[src/rtl/sine_freq_meter.sv]
// -----------------------------------------------------------------------------
// sine_freq_meter
//   Monitor-path frequency meter for the DDS sine source. Counts rising
//   mid-scale crossings (with hysteresis) of an unsigned 10-bit sine stream
//   over a gate window of 2^GATE_LOG2 clocks and converts the count into an
//   estimated frequency control word. The min/max amplitude seen in the
//   window is reported alongside.
//
// Ports
//   clk        in   sample clock
//   rst_n      in   asynchronous active-low reset
//   enable     in   1 = run gate windows back to back, 0 = idle
//   data_sin   in   [9:0] unsigned sine sample, one per clock
//   fcw_est    out  [7:0] estimated FCW from the last completed window
//   amp_max    out  [9:0] largest sample in the last completed window
//   amp_min    out  [9:0] smallest sample in the last completed window
//   meas_valid out  one-cycle pulse while the outputs carry a fresh result
//   signal_ok  out  last completed window saw at least 2 rising crossings
// -----------------------------------------------------------------------------
module sine_freq_meter #(
   parameter int GATE_LOG2 = 14,   // legal range 11..20
   parameter int MID       = 512,
   parameter int HYST      = 16
) (
   input  logic       clk,
   input  logic       rst_n,
   input  logic       enable,
   input  logic [9:0] data_sin,
   output logic [7:0] fcw_est,
   output logic [9:0] amp_max,
   output logic [9:0] amp_min,
   output logic       meas_valid,
   output logic       signal_ok
);

   localparam int CW = GATE_LOG2 - 2;   // crossing counter width

   localparam logic [9:0] TH_HI = 10'(MID + HYST);
   localparam logic [9:0] TH_LO = 10'(MID - HYST);
   localparam logic [9:0] TH_MID = 10'(MID);

   // Half an LSB of the final shift, for round-half-up.
   localparam logic [CW:0] RND = (CW+1)'(1) << (GATE_LOG2 - 11);

   typedef enum logic [1:0] {
      IDLE,
      ARM,
      GATE,
      REPORT
   } state_t;

   state_t                 state_q, state_d;
   logic [GATE_LOG2-1:0]   gate_cnt_q, gate_cnt_d;
   logic [CW-1:0]          cross_cnt_q, cross_cnt_d;
   logic                   hyst_q, hyst_d;        // 1 = HIGH, 0 = LOW
   logic [9:0]             run_max_q, run_max_d;
   logic [9:0]             run_min_q, run_min_d;
   logic [7:0]             fcw_est_q, fcw_est_d;
   logic [9:0]             amp_max_q, amp_max_d;
   logic [9:0]             amp_min_q, amp_min_d;
   logic                   signal_ok_q, signal_ok_d;

   logic [CW:0]            fcw_sum;
   logic [CW:0]            fcw_shift;

   // ------------------------------------------------------------------------
   // Next-state / datapath
   // ------------------------------------------------------------------------
   always_comb begin
      // NOTE: every signal gets its hold value first so no path through the
      // case statement leaves one unassigned, which would infer a latch.
      state_d     = state_q;
      gate_cnt_d  = gate_cnt_q;
      cross_cnt_d = cross_cnt_q;
      hyst_d      = hyst_q;
      run_max_d   = run_max_q;
      run_min_d   = run_min_q;
      fcw_est_d   = fcw_est_q;
      amp_max_d   = amp_max_q;
      amp_min_d   = amp_min_q;
      signal_ok_d = signal_ok_q;
      fcw_sum     = '0;
      fcw_shift   = '0;

      unique case (state_q)
         IDLE: begin
            if (enable) state_d = ARM;
         end

         ARM: begin
            gate_cnt_d  = '0;
            cross_cnt_d = '0;
            run_max_d   = '0;
            run_min_d   = '1;
            // Seed the detector from the current level so a window that
            // starts above mid-scale does not count a spurious crossing.
            hyst_d      = (data_sin >= TH_MID);
            state_d     = GATE;
         end

         GATE: begin
            if (!enable) begin
               // Abort: results of the partial window are discarded.
               state_d = IDLE;
            end else begin
               gate_cnt_d = gate_cnt_q + 1'b1;

               if (!hyst_q && (data_sin >= TH_HI)) begin
                  hyst_d = 1'b1;
                  if (cross_cnt_q != '1) cross_cnt_d = cross_cnt_q + 1'b1;
               end else if (hyst_q && (data_sin <= TH_LO)) begin
                  hyst_d = 1'b0;
               end

               if (data_sin > run_max_q) run_max_d = data_sin;
               if (data_sin < run_min_q) run_min_d = data_sin;

               // Final gate sample: capture results from the updated values
               // so they are visible during the REPORT cycle itself.
               if (gate_cnt_q == '1) begin
                  state_d     = REPORT;
                  fcw_sum     = {1'b0, cross_cnt_d} + RND;
                  fcw_shift   = fcw_sum >> (GATE_LOG2 - 10);
                  fcw_est_d   = (fcw_shift > (CW+1)'(255)) ? 8'hFF : fcw_shift[7:0];
                  amp_max_d   = run_max_d;
                  amp_min_d   = run_min_d;
                  signal_ok_d = (cross_cnt_d >= CW'(2));
               end
            end
         end

         REPORT: begin
            state_d = enable ? ARM : IDLE;
         end

         default: state_d = IDLE;
      endcase
   end

   // ------------------------------------------------------------------------
   // State registers
   // ------------------------------------------------------------------------
   // NOTE: sequential state uses non-blocking assignments so every flop
   // samples the pre-edge values regardless of statement order.
   always_ff @(posedge clk or negedge rst_n) begin
      if (!rst_n) begin
         state_q     <= IDLE;
         gate_cnt_q  <= '0;
         cross_cnt_q <= '0;
         hyst_q      <= 1'b0;
         run_max_q   <= '0;
         run_min_q   <= '1;
         fcw_est_q   <= '0;
         amp_max_q   <= '0;
         amp_min_q   <= 10'h3FF;
         signal_ok_q <= 1'b0;
      end else begin
         state_q     <= state_d;
         gate_cnt_q  <= gate_cnt_d;
         cross_cnt_q <= cross_cnt_d;
         hyst_q      <= hyst_d;
         run_max_q   <= run_max_d;
         run_min_q   <= run_min_d;
         fcw_est_q   <= fcw_est_d;
         amp_max_q   <= amp_max_d;
         amp_min_q   <= amp_min_d;
         signal_ok_q <= signal_ok_d;
      end
   end

   assign fcw_est    = fcw_est_q;
   assign amp_max    = amp_max_q;
   assign amp_min    = amp_min_q;
   assign signal_ok  = signal_ok_q;
   assign meas_valid = (state_q == REPORT);

endmodule

[config.mk]
export PLATFORM = sky130hd
export DESIGN_NAME = sine_freq_meter
export DESIGN_NICKNAME = d
export VERILOG_FILES = /design/src/rtl/sine_freq_meter.sv
export SDC_FILE = /design/constraint.sdc
export NUM_CORES = 1
export LEC_CHECK = 0
export ABC_AREA = 1
export CAP_MARGIN = 30
export CORE_ASPECT_RATIO = 0.9
export CORE_MARGIN = 2
export CORE_UTILIZATION = 25
export DETAILED_ROUTE_END_ITERATION = 8
export REMOVE_ABC_BUFFERS = 1
export SKIP_LAST_GASP = 1
export SLEW_MARGIN = 20
export SYNTH_ARGS = -nofsm -noshare
export SYNTH_HDL_FRONTEND = slang
export SYNTH_SLANG_ARGS = --single-unit
[constraint.sdc]
create_clock -name clk -period 2.2 [get_ports clk]
set_input_delay 0.22 -clock clk [delete_from_list [all_inputs] [get_ports clk]]
set_output_delay 0.22 -clock clk [all_outputs]
set_load 0.05 [all_outputs]
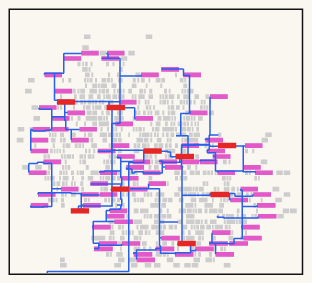
(images/clock_map.png)
Drawn at 2 px/um.
Red is cells driving clock nets, count 9. Magenta is flip-flops, count 78. Blue is clock wires, length 1220 um.
There are 10 routed clock nets.
worst setup skew after layout: 5.27 ps
power share of the clock group: 22.6%

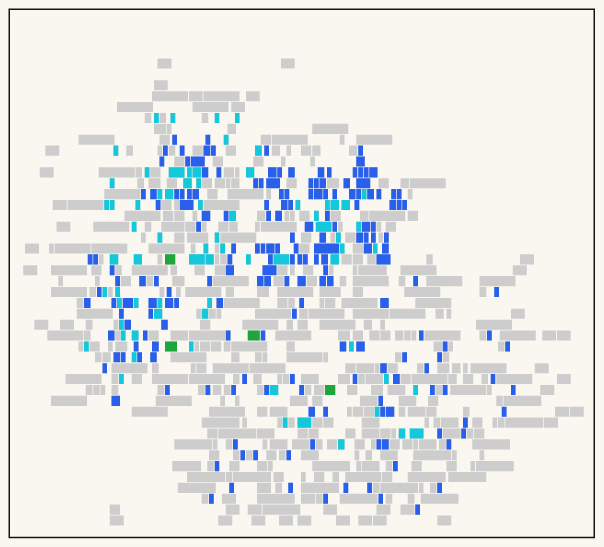
(images/gate_families.png)
Drawn at 4 px/um.
Green is AND-OR and OR-AND gates, cells 4, most used a22o_1. Cyan is NOR gates, cells 70, most used nor2_1. Blue is NAND gates, cells 188, most used nand2_1.
combinational fraction of the cell area: 37.3%
count of placed standard cells in the final layout, fillers left out: 926
most frequent logic cell in the layout: sky130_fd_sc_hd__nand2_1

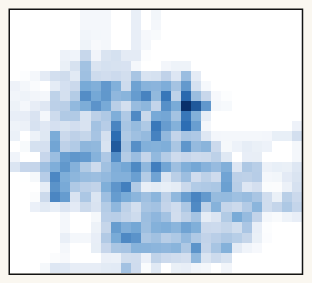
(images/wire_density.png)
Drawn at 2 px/um. 29 x 26 tiles, from white (low) to dark blue (high), scaled to the fullest tile. Values are wire area over tile area, all layers added.
The densest ninth of the die: middle. The mean over all tiles is 0.098. 8.2% of the tiles are over half the peak. 36% of the tiles are nearly empty.

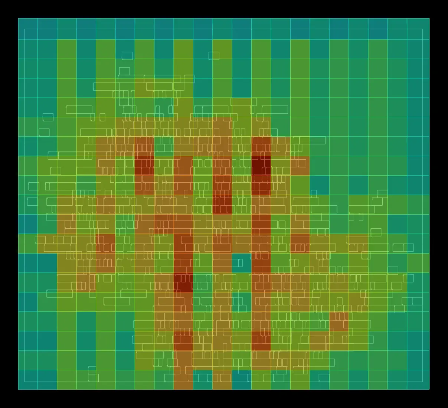
(images/final_congestion.png)
total global routing track utilization: 13.3%
final design utilization: 34.2%
global routing usage on met1: 19.0%

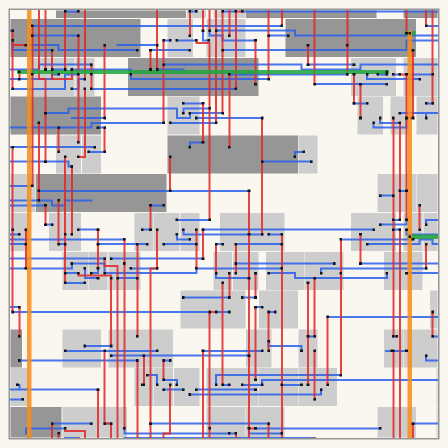
(images/zoom.png)
Window x 58 to 88, y 25 to 55 um. Cells in grey, sequential cells in the stronger grey; small squares are vias.
Orange is met4. Green is met3. Red is met2. Blue is met1.
Netlist names of flops here include `run_max_q` (3), `amp_max` (2). Most frequent: buf_4 (11), nand2_1 (7). 56 logic cells have their middle in the window. Sequential cells in the window: 6.

==> summary.txt <==
The following summarizes the physical implementation.

Status
The flow ran to the end, and the final reports show no timing, DRC or antenna violations.

Synthesis
The count of instantiated cells in the yosys netlist is 578. The fraction of the yosys area taken by sequential cells is a little over two fifths. In the synthesized netlist, mux cells make up 0% of the area. The synthesis report lists the most area-consuming cells as sky130_fd_sc_hd__dfrtp_1 (32%), sky130_fd_sc_hd__dfstp_2 (12%), sky130_fd_sc_hd__nand2_1 (11%).

For this run, the number of Yosys warnings is 0. After synthesis, the most frequently instantiated cells are sky130_fd_sc_hd__nand2_1 (129), sky130_fd_sc_hd__inv_1 (69), sky130_fd_sc_hd__dfrtp_1 (58), sky130_fd_sc_hd__o21ai_0 (54), sky130_fd_sc_hd__nor2_1 (51). The top flip-flop cell by instance count after synthesis is sky130_fd_sc_hd__dfrtp_1. The top cell type's share of synthesized area is 32.0%. The number of standard cells after synthesis is a little under 600. The area of the mapped netlist is 4530 um2.

The area share of and/or/nand/nor cells after synthesis is between 20% and 30%. The post-synth register bit count is roughly 78. The most repeated cell in the gate-level netlist after synthesis is sky130_fd_sc_hd__nand2_1.

Die
The chip occupies ~19000 um2. The share of the core area taken by cells at floorplan is approximately a quarter. The floorplan step defined a core boundary enclosing 17700 um2.

Final layout
Sequential cells make up 32.8% of the cell area. The flip-flop count of the largest register after layout is 14. There are ~80 flip-flops and latches. The largest registers in the layout are gate_cnt_q x14, cross_cnt_q x12.

After layout, the inverter instance count without clock inverters stands at 73. After the last flow step, the layout net total stands at about 720. The area of all sequential standard cells is about 2000 um2. According to the cell report, the number of logic gates is 408. The clock network area share is 4.44%. Measured on the final layout, buffering overhead outside the clock network stands at roughly 16%. Compared with the post-synthesis result, the final layout area differs by 33.2%.

Clocking
The report lists the number of cells resized after CTS as 1. The number of hold buffers added after CTS was 1. The buffer depth of the longest clock path is 2. The clock reaches the later pin of the worst-skew pair after between 300 and 400 ps.

Pwr
Sequential cells account for a little under a third of the total power. Cell internal power was estimated by the tool at 3.67 mW. The share of total power dissipated in combinational logic is 45.5%. The leakage power of the design is 2.72 nW. The power density normalized to cell area is 1010 nW/um2. The power report lists the clock group at 1.38 mW. The script extracted a net switching power of 2.43 mW.

Worst setup path
The critical setup path kind is in -> reg. Per the timing report, the most critical flop-to-flop path originates at cross_cnt_q[0]. The register-to-register setup slack is ~120 ps. The OpenROAD report gives the critical path a required time of 2410 ps. The kind of capture point of the worst setup path is a flip-flop. The maximum single-stage delay on the critical path is 570 ps. Looking at the reg2reg group, the worst path ends at fcw_est[5]. The logic depth of the worst register-to-register path is 14.

Global route
The first global-routing pass estimated 20800 um of wire. The largest net degree at the start of global routing is a little under 60.

Hold path
The type of the tightest min-delay check is in -> async.

Final timing
The minimum hold slack is around 310 ps. Setup repair after global routing could not meet its margin everywhere. The slew at the pin with the worst max-slew slack is 530 ps. Endpoints with negative setup slack in the final report add up to 0.

Place
The placed instance count is a little over 900. After legalization and detailed placement, the total HPWL measured 8970 um. The cell area after placement is 5660 um2.

Route
The DRC violation total left in the routed layout is recorded as 0. In the routed layout, each cell is associated on average with a via count of 4.50. The number of detailed-routing iterations run before antenna repair is 6.

The wire length reported by the detailed router is between 10000 and 15000 um.
## worst max path at each step
stage                               from             end  slack [ps]  depth (start not counted)
after CTS                    data_sin[9]      amp_max[7]          20                         11
after global routing      cross_cnt_q[0]      fcw_est[7]        -150                         15
after floorplan               state_q[1]  gate_cnt_q[12]        -390                         10
after global placement       data_sin[9]      amp_max[9]        -220                         11
final                        data_sin[6]       signal_ok          90                         10
after detailed placement     data_sin[9]      amp_max[9]        -360                         11
## critical path: cells and delay by family
kind	cells	cell delay, ps
buffers and inverters	2	860
AND/OR/NAND/NOR	6	800
AND-OR/OR-AND	2	430
## metal layers
metal  up-vias  part of all wire (%)
li1       2139                     -
met1      1959                    52
met2        61                    44
met3        11                   3.0
met4         0                   1.3
met5         -                     0
Power is estimated from default activity; no workload was simulated.
